$ cat src/rtl/atm_pkg.sv
// Shared types and constants for the Utopia Level-1 cell path.
// Used by the PHY-side cell source and its cell buffer.
package atm_pkg;

    localparam int CELL_BYTES = 53;
    localparam int NUM_SLOTS  = 2;
    localparam int RAM_DEPTH  = NUM_SLOTS * CELL_BYTES;

    localparam logic [5:0] LAST_IDX = 6'(CELL_BYTES - 1);

    typedef logic [7:0] octet_t;

    typedef enum logic [1:0] {
        SLOT_FREE,
        SLOT_FILL,
        SLOT_FULL,
        SLOT_SEND
    } slot_state_t;

    typedef enum logic [1:0] {
        TX_IDLE,
        TX_READY,
        TX_SEND
    } tx_state_t;

    // Flat address of octet idx inside cell buffer slot.
    function automatic logic [6:0] ram_addr(
        input logic       slot,
        input logic [5:0] idx
    );
        return (slot ? 7'(CELL_BYTES) : 7'd0) + {1'b0, idx};
    endfunction

endpackage

$ cat src/rtl/atm_cell_ram.sv
// Two-cell octet buffer: one write port, one asynchronous read port.
// Storage has no reset; slot state tracks validity.
module atm_cell_ram
    import atm_pkg::*;
(
    input  logic       i_clk,
    input  logic       i_wr_en,
    input  logic       i_wr_slot,
    input  logic [5:0] i_wr_idx,
    input  octet_t     i_wr_data,
    input  logic       i_rd_slot,
    input  logic [5:0] i_rd_idx,
    output octet_t     o_rd_data
);

    octet_t r_mem [RAM_DEPTH];

    always_ff @(posedge i_clk) begin
        if (i_wr_en) begin
            r_mem[ram_addr(i_wr_slot, i_wr_idx)] <= i_wr_data;
        end
    end

    assign o_rd_data = r_mem[ram_addr(i_rd_slot, i_rd_idx)];

endmodule

$ cat src/rtl/utopia1_phy_tx.sv
// Utopia Level-1 PHY-side cell source: buffers two cells from a byte
// loader and plays them out under the receiver's active-low enable.
module utopia1_phy_tx
    import atm_pkg::*;
(
    input  logic       clk_in,
    input  logic       reset,
    input  logic [7:0] in_data,
    input  logic       in_sop,
    input  logic       in_valid,
    output logic       in_ready,
    output logic       in_err,
    input  logic       en,
    output logic [7:0] data,
    output logic       soc,
    output logic       clav
);

    slot_state_t [NUM_SLOTS-1:0] r_slot;
    slot_state_t [NUM_SLOTS-1:0] w_slot_nxt;

    tx_state_t  r_state;
    logic       r_wr_slot;
    logic       r_rd_slot;
    logic [5:0] r_wr_idx;
    logic [5:0] r_rd_idx;
    octet_t     r_data;
    logic       r_soc;
    logic       r_clav;
    logic       r_err;

    logic       w_accept;
    logic       w_wr_en;
    logic [5:0] w_wr_idx;
    logic       w_wr_last;
    logic       w_wr_err;
    logic       w_start;
    logic       w_adv;
    logic       w_rd_last;
    logic       w_nxt_rd_slot;
    logic       w_full_any;
    octet_t     w_rd_data;

    // Write side only ever targets the slot at the write pointer.
    assign in_ready  = (r_slot[r_wr_slot] == SLOT_FREE) ||
                       (r_slot[r_wr_slot] == SLOT_FILL);
    assign w_accept  = in_valid & in_ready;
    assign w_wr_en   = w_accept & (in_sop | (r_wr_idx != 6'd0));
    assign w_wr_idx  = in_sop ? 6'd0 : r_wr_idx;
    assign w_wr_last = w_accept & ~in_sop & (r_wr_idx == LAST_IDX);
    assign w_wr_err  = w_accept & (in_sop ? (r_wr_idx != 6'd0)
                                          : (r_wr_idx == 6'd0));

    assign w_start       = (r_state == TX_READY) & ~en;
    assign w_adv         = (r_state == TX_SEND) & ~en;
    assign w_rd_last     = w_adv & (r_rd_idx == LAST_IDX);
    assign w_nxt_rd_slot = ~r_rd_slot;

    // Write and read never touch the same slot on one edge.
    always_comb begin
        w_slot_nxt = r_slot;
        if (w_accept & in_sop) w_slot_nxt[r_wr_slot] = SLOT_FILL;
        if (w_wr_last)         w_slot_nxt[r_wr_slot] = SLOT_FULL;
        if (w_start)           w_slot_nxt[r_rd_slot] = SLOT_SEND;
        if (w_rd_last)         w_slot_nxt[r_rd_slot] = SLOT_FREE;
    end

    always_comb begin
        w_full_any = 1'b0;
        for (int i = 0; i < NUM_SLOTS; i++) begin
            if (w_slot_nxt[i] == SLOT_FULL) w_full_any = 1'b1;
        end
    end

    always_ff @(posedge clk_in or posedge reset) begin
        if (reset) begin
            for (int i = 0; i < NUM_SLOTS; i++) r_slot[i] <= SLOT_FREE;
            r_wr_slot <= 1'b0;
            r_wr_idx  <= 6'd0;
            r_err     <= 1'b0;
            r_clav    <= 1'b0;
        end else begin
            r_slot <= w_slot_nxt;
            r_err  <= w_wr_err;
            r_clav <= w_full_any;
            if (w_accept) begin
                if (in_sop) begin
                    r_wr_idx <= 6'd1;
                end else if (w_wr_last) begin
                    r_wr_idx  <= 6'd0;
                    r_wr_slot <= ~r_wr_slot;
                end else if (r_wr_idx != 6'd0) begin
                    r_wr_idx <= r_wr_idx + 6'd1;
                end
            end
        end
    end

    always_ff @(posedge clk_in or posedge reset) begin
        if (reset) begin
            r_state   <= TX_IDLE;
            r_rd_slot <= 1'b0;
            r_rd_idx  <= 6'd0;
            r_data    <= 8'd0;
            r_soc     <= 1'b0;
        end else begin
            unique case (r_state)
                TX_IDLE: begin
                    if (!en) r_soc <= 1'b0;
                    if (r_slot[r_rd_slot] == SLOT_FULL) r_state <= TX_READY;
                end
                TX_READY: begin
                    if (!en) begin
                        r_data   <= w_rd_data;
                        r_soc    <= 1'b1;
                        r_rd_idx <= 6'd1;
                        r_state  <= TX_SEND;
                    end
                end
                TX_SEND: begin
                    if (!en) begin
                        r_data <= w_rd_data;
                        r_soc  <= 1'b0;
                        if (r_rd_idx == LAST_IDX) begin
                            r_rd_idx  <= 6'd0;
                            r_rd_slot <= w_nxt_rd_slot;
                            r_state   <=
                                (w_slot_nxt[w_nxt_rd_slot] == SLOT_FULL)
                                ? TX_READY : TX_IDLE;
                        end else begin
                            r_rd_idx <= r_rd_idx + 6'd1;
                        end
                    end
                end
                default: r_state <= TX_IDLE;
            endcase
        end
    end

    atm_cell_ram u_ram (
        .i_clk     (clk_in),
        .i_wr_en   (w_wr_en),
        .i_wr_slot (r_wr_slot),
        .i_wr_idx  (w_wr_idx),
        .i_wr_data (in_data),
        .i_rd_slot (r_rd_slot),
        .i_rd_idx  (r_rd_idx),
        .o_rd_data (w_rd_data)
    );

    assign data   = r_data;
    assign soc    = r_soc;
    assign clav   = r_clav;
    assign in_err = r_err;

endmodule

$ cat config.mk
export PLATFORM = sky130hd
export DESIGN_NAME = utopia1_phy_tx
export DESIGN_NICKNAME = d
export VERILOG_FILES = /design/src/rtl/atm_pkg.sv /design/src/rtl/atm_cell_ram.sv /design/src/rtl/utopia1_phy_tx.sv
export SDC_FILE = /design/constraint.sdc
export NUM_CORES = 1
export LEC_CHECK = 0
export ABC_AREA = 0
export CAP_MARGIN = 20
export CORE_MARGIN = 3
export CORE_UTILIZATION = 35
export DETAILED_ROUTE_END_ITERATION = 12
export GPL_TIMING_DRIVEN = 1
export SYNTH_ARGS = -nofsm -noshare
export SYNTH_HDL_FRONTEND = slang
export SYNTH_SLANG_ARGS = --single-unit
export TNS_END_PERCENT = 100
$ cat constraint.sdc
create_clock -name clk_in -period 6.6 [get_ports clk_in]
set_clock_uncertainty 0.15 [all_clocks]
set_input_delay 0.99 -clock clk_in [delete_from_list [all_inputs] [get_ports clk_in]]
set_output_delay 0.99 -clock clk_in [all_outputs]
set_load 0.01 [all_outputs]
Fig. 1: run 1, pin placement
Scale: 1.5 px per micron. Pins as bars across the die edge, other pins in grey.
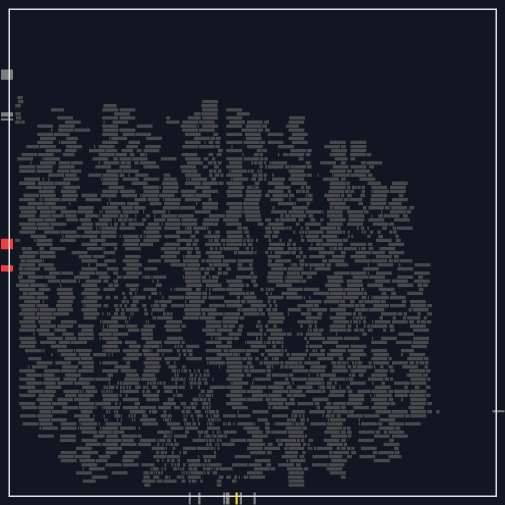
data: drawn in red, pins 8, direction output, edge west. clav: drawn in yellow, pins 1, direction output, edge south.
All pins by edge: 16 west, 8 south, 1 east.

Fig. 2: run 1, cell placement
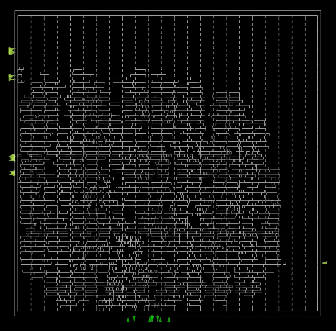
final core utilization: 40.27%
Post-Layout Cell Count: 3405
Seq area share: 65.72%
# rows: 115
core area: 99140 sq um

==> GITHUB_STEP_SUMMARY, run 1 <==
### Yosys + OpenROAD results

| Metric | Value |
|---|---|
| Outcome | finished, final reports clean |
| Initial core utilization | 35.61% |
| Syn_area_per_cell | 17.56 sq um |
| M1 GR Usage | 22.51% |
| Met3 WL post-DR | 5985 microns |
| Setup TNS | 0 ns |
| First-pass GRT wire length | 127400 microns |
| DR vias/cell | 5.475 |
| Crit path capture type | flip-flop |
| Leak pwr | 13.02 nW |
| CTS resizes | 0 |
| Total GRT Usage | 16.61% |
| Pwr dens | 291.7 nW/um^2 |
| Worst vdd ir | 0.0002310 V |
| OpenROAD warning count | 32 |
| Vias in the first global route | 18870 |
| Post-CTS Setup Bufs | 0 |
| GR Util met2 | 27.37% |
| DR WL met2 | 42170 microns |
| Max Slew Vio Count | 0 |
| YS chip area | 35300 sq um |
| Delay-heaviest family, CP | AND-OR/OR-AND gates |
| TritonCTS Buffers | 88 |
| Ys flop type | edfxtp_1 |
| HP Class | flip-flop to flip-flop |
| RSZ-0062 raised after global routing | false |
| Vert. Die Dim | 323.6 microns |
| CTS Buffer Depth | 3 |
| Hpwl dp | 53180 microns |
| CP Launch Type | flip-flop |
| Final setup violation count | 0 |
| Final Hold Viols | 0 |
| Crit-path max cell delay | 0.87 ns |
| Worst skew pair latency | 0.64 ns |
| Die Span X | 323.6 microns |
| # Cells Yosys | 2010 |
| Reg2Reg Setup Slack | 1.75 ns |
| DRC viols | 0 |
| Max_slew headroom | 30.98% |
| Antenna viol nets, final | 0 |
| Synth async-reset ratio | 3.527% |
| Synth mux share | 13.13% |
| CP bufs+invs | 2 |
| N_diodes | 0 |
| TritonRoute pass-1 iters | 8 |
| Syn Inst Count | 2010 |
| GR peak layer | met2 |
| Clock root buffer | clkbuf_16 |
| Port Buffers | 24 |
| Worst slew pin tran | 1.027 ns |
| Crit Path Class | flip-flop to flip-flop |
| Critical-path cell list | ha_1, xor2_4, buf_4, and2_2, buf_4, a22oi_1, a21oi_1, nor4_2, o22ai_1, a211oi_2 |
| Final worst path period share | 73.54% |
| Cell mode on critical path | buf_4 |
| Drt initial violations | 2166 |
| CTS tree | yes |
| Final Cell Area | 39930 sq um |
| Xor/xnor share | 0.3863% |
| Flip-flops with a built-in enable | 848 |
| Top-Level Pins | 25 |
| Detailed-route wire length | 87360 microns |
| Clock transition at the registers of the reported paths | 0.06 ns |
| Top non-seq family | multiplexers |
| Tmin final | 4.854 ns |
Fig. 3: run 1, nets reached from selected ports
Scale: 1 px per micron.
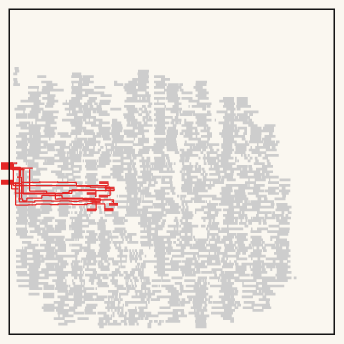
data: drawn in red, direction output, end cells 8, buffers 8, wire 1070 microns.

-- run 1: cell type report --
class	instances	area, sq um	area share (%)
Sequential cell	879	26240	65.72
Multi-Input combinational cell	1010	8571	21.47
Clock buffer	108	2360	5.910
Tap cell	1287	1610	4.033
Clock inverter	52	584.3	1.463
Timing Repair Buffer	54	505.5	1.266
Inverter	15	56.30	0.1410
-- run 1: through the flow --
stage                     total power [mW]  util (%)  setup slack, ns  hold slack, ns  cells
after floorplan                      6.497         -            2.768          0.3272   2010
after detailed placement             6.733     37.28            1.205          0.3312   3243
after global placement               6.731     37.28            1.278          0.3136   3243
final                                11.65     40.27            1.746          0.3421   3405
after CTS                            11.74     40.25            1.812          0.3462   3403
after global routing                 12.04     40.27            1.500          0.3653   3405
-- run 1: cells by family (layout without fill, tap and decap cells) --
logic type               after synthesis  in the layout
flip-flops                           879            879
multiplexers                         362            362
AND-OR/OR-AND                        309            309
AND/OR/NAND/NOR                      306            306
buffers and inverters                121            229
adder cells (fa/ha/maj)               20             20
XOR/XNOR                              13             13
-- run 1: final timing paths --
kind,from,endpoint,cells past startpoint
max,r_rd_slot$_DFFE_PP0N_,data[6]$_DFFE_PP0P_,10
min,soc$_DFFE_PP0P_,soc$_DFFE_PP0P_,2
max reg2reg,r_rd_slot$_DFFE_PP0N_,data[6]$_DFFE_PP0P_,10
min reg2reg,soc$_DFFE_PP0P_,soc$_DFFE_PP0P_,2
max in group asynchronous,reset,r_rd_idx[3]$_DFFE_PP0P_,3
min in group asynchronous,reset,clav$_DFF_PP0_,3
-- run 1: cells in the final DEF (no fill, tap or decap), types with 15 or more instances in the layout --
cell type / n
buf_4: 29
a22oi_1: 128
dfrtp_1: 31
ha_1: 18
a21oi_1: 74
mux2i_1: 273
a31oi_1: 15
mux4_2: 80
nor2_1: 142
a32oi_1: 16
o21ai_0: 32
clkdlybuf4s50_1: 16
edfxtp_1: 848
clkbuf_16: 90
nand2_1: 80
nand3_1: 18
-- run 1: sequential cells by signal, indices dropped and copies added (netlist names) --
name / cells
r_rd_idx: 6
clav: 1
r_wr_slot: 1
r_wr_idx: 6
in_err: 1
r_state: 2
r_slot: 4
soc: 1
u_ram.r_mem: 848
r_rd_slot: 1
data: 8
-- run 1: cell usage after synthesis, types with 4 or more instances --
library cell  count  area, sq um
mux2i_1         273         2733
o21ai_0          32        160.2
buf_6             6        67.56
xnor2_1           6        52.55
buf_1             5        18.77
nand3_1          21        105.1
edfxtp_1        848        25460
dfrtp_1          31        775.7
inv_1            14        52.55
xor2_1            4        35.03
buf_2            42        210.2
nand2_1          81        304.0
a31oi_1          15        93.84
nor3_1            7        35.03
o31ai_1           4        30.03
and2_1            7        43.79
ha_1             20        250.2
clkbuf_1         50        187.7
a22oi_1         128        960.9
nor4_2            7        87.58
a211oi_2          8        100.1
a21oi_1          74        370.4
mux2_2            9        101.4
nor2_1          144        540.5
mux4_2           80         1802
o22ai_1          10        62.56
a32oi_1          16        140.1
nor4_1            9        56.30
nor2b_1          14        87.58
-- run 1: where the power goes --
part,internal (mW),switching (mW)
Clock,2.98,2.06
Combinational,0.124,0.317
Sequential,6.15,0.0175
--- run 2 (diff from run 1) ---
==> constraint.sdc (replaced) <==
create_clock -name clk_in -period 5 [get_ports clk_in]
set_clock_uncertainty 0.15 [all_clocks]
set_input_delay 0.75 -clock clk_in [delete_from_list [all_inputs] [get_ports clk_in]]
set_output_delay 0.75 -clock clk_in [all_outputs]
set_load 0.01 [all_outputs]
Fig. 4: run 2, signal wires on met2
Scale: 1.5 px per micron.
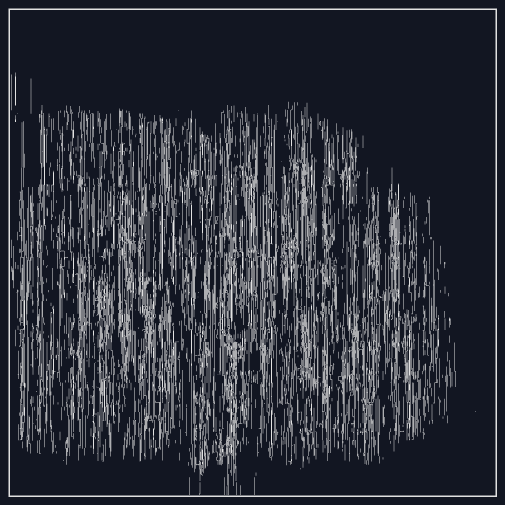
The layer holds 48% of the routed length. 1889 nets have wire on it. The layer carries 41.2 mm of wire.

==> GITHUB_STEP_SUMMARY, run 2 <==
### Yosys + OpenROAD results

| Metric | Value |
|---|---|
| Outcome | finished, final reports clean |
| Worst-case hold path end point | soc$_DFFE_PP0P_ |
| OpenROAD warning count | 32 |
| CTS resizes | 0 |
| Yosys top cell by area | edfxtp_1 |
| DR WL met2 | 41230 microns |
| Final core utilization | 40.88% |
| Clock root buffer | clkbuf_16 |
| Top-Level Pins | 25 |
| Top cells by count | edfxtp_1 (848), mux2i_1 (273), nor2_1 (144) |
| Die Span X | 323.6 microns |
| Logic area | 8553 sq um |
| FF-to-FF path depth | 10 |
| YS chip area | 35300 sq um |
| Post-CTS Setup Bufs | 0 |
| Flip-flops with a built-in enable | 848 |
| Worst vdd ir | 0.0003103 V |
| Setup TNS | 0 ns |
| Tmin final | 4.251 ns |
| CTS Buffer Depth | 3 |
| Commonest non-fill, non-tap cells in the layout | edfxtp_1 (848), mux2i_1 (273), nor2_1 (142) |
| Largest Register | u_ram.r_mem |
| FF+latch area | 26240 sq um |
| Synth top area cells | edfxtp_1 (72%), mux2i_1 (7.7%), mux4_2 (5.1%) |
| CTS tree | yes |
| Detailed-route wire length | 85860 microns |
| Total GRT Usage | 16.33% |
| Reg-to-reg startpoint | r_rd_slot$_DFFE_PP0N_ |
| Final Hold Viols | 0 |
| Worst skew pair latency | 0.63 ns |
| Min-delay src | soc$_DFFE_PP0P_ |
| Largest register FFs | 848 |
| TritonCTS Buffers | 88 |
| Final setup violation count | 0 |
| Initial core utilization | 35.61% |
| DR vias/cell | 5.371 |
[run 2: final cells by class]
| class | instances | share of cell area [%] |
|---|---|---|
| multi-input combinational | 1010 | 21.11 |
| inverter | 15 | 0.1389 |
| sequential | 879 | 64.75 |
| clock inverter | 54 | 1.278 |
| tap | 1287 | 3.973 |
| timing repair buffer | 141 | 2.945 |
| clock buffer | 109 | 5.810 |
[run 2: routing by layer]
metal / vias to the layer above / track usage (%)
met2: 710 / 26.67
li1: 8288 / -
met3: 154 / 3.294
met1: 9618 / 22.05
met4: 0 / 5.213
met5: - / 0
[run 2: kinds of logic (layout without fill, tap and decap cells)]
group	Yosys count	count (layout)	synth area share, %
DFF	879	879	74.33
muxes	362	362	13.13
AOI/OAI and AO/OA	309	309	5.951
and+or+nand+nor	306	306	3.899
buffers and inverters	121	319	1.595
adders and majority gates	20	20	0.7088
xor gates and xnor gates	13	13	0.3863
[run 2: report_power, final]
group | switching (mW) | total [mW] | leakage [nW] | internal [mW]
logic | 0.419 | 0.596 | 4.04 | 0.176
registers | 0.0246 | 8.14 | 8.04 | 8.12
clock network | 2.71 | 6.53 | 1.39 | 3.82
total | 3.16 | 15.3 | 13.5 | 12.1
[run 2: metrics by stage]
stage	hold slack (ns)	std cells
3_3_place_gp	0.3296	3329
5_1_grt	0.3745	3495
6_report	0.3618	3495
2_1_floorplan	0.3272	2010
3_5_place_dp	0.3445	3331
4_1_cts	0.3549	3494
[run 2: worst max-delay path by stage]
stage                                startpoint                      endpoint  slack, ns  cells after the start
after floorplan                          in_sop  u_ram.r_mem[72][0]$_DFFE_PP_       1.41                     10
after global routing      r_rd_slot$_DFFE_PP0N_           data[2]$_DFFE_PP0P_       0.66                     10
final                     r_rd_slot$_DFFE_PP0N_           data[2]$_DFFE_PP0P_       0.75                     10
after detailed placement                 in_sop  u_ram.r_mem[10][4]$_DFFE_PP_       0.45                     10
after global placement                   in_sop  u_ram.r_mem[11][2]$_DFFE_PP_       0.51                     10
after CTS                 r_rd_slot$_DFFE_PP0N_           data[2]$_DFFE_PP0P_       0.88                     10
[run 2: critical path, stage by stage, from the launching register on]
cell      delay [ns]
dfrtp_1         0.69
ha_1            0.45
xor2_4          0.25
nor2_4          0.67
buf_4           0.52
a22oi_1         0.17
a21oi_1         0.33
nor4_1          0.14
buf_4           0.17
o22ai_1         0.41
a211oi_2        0.14
Power figures rest on the tool's default switching activity, not on a simulated workload.
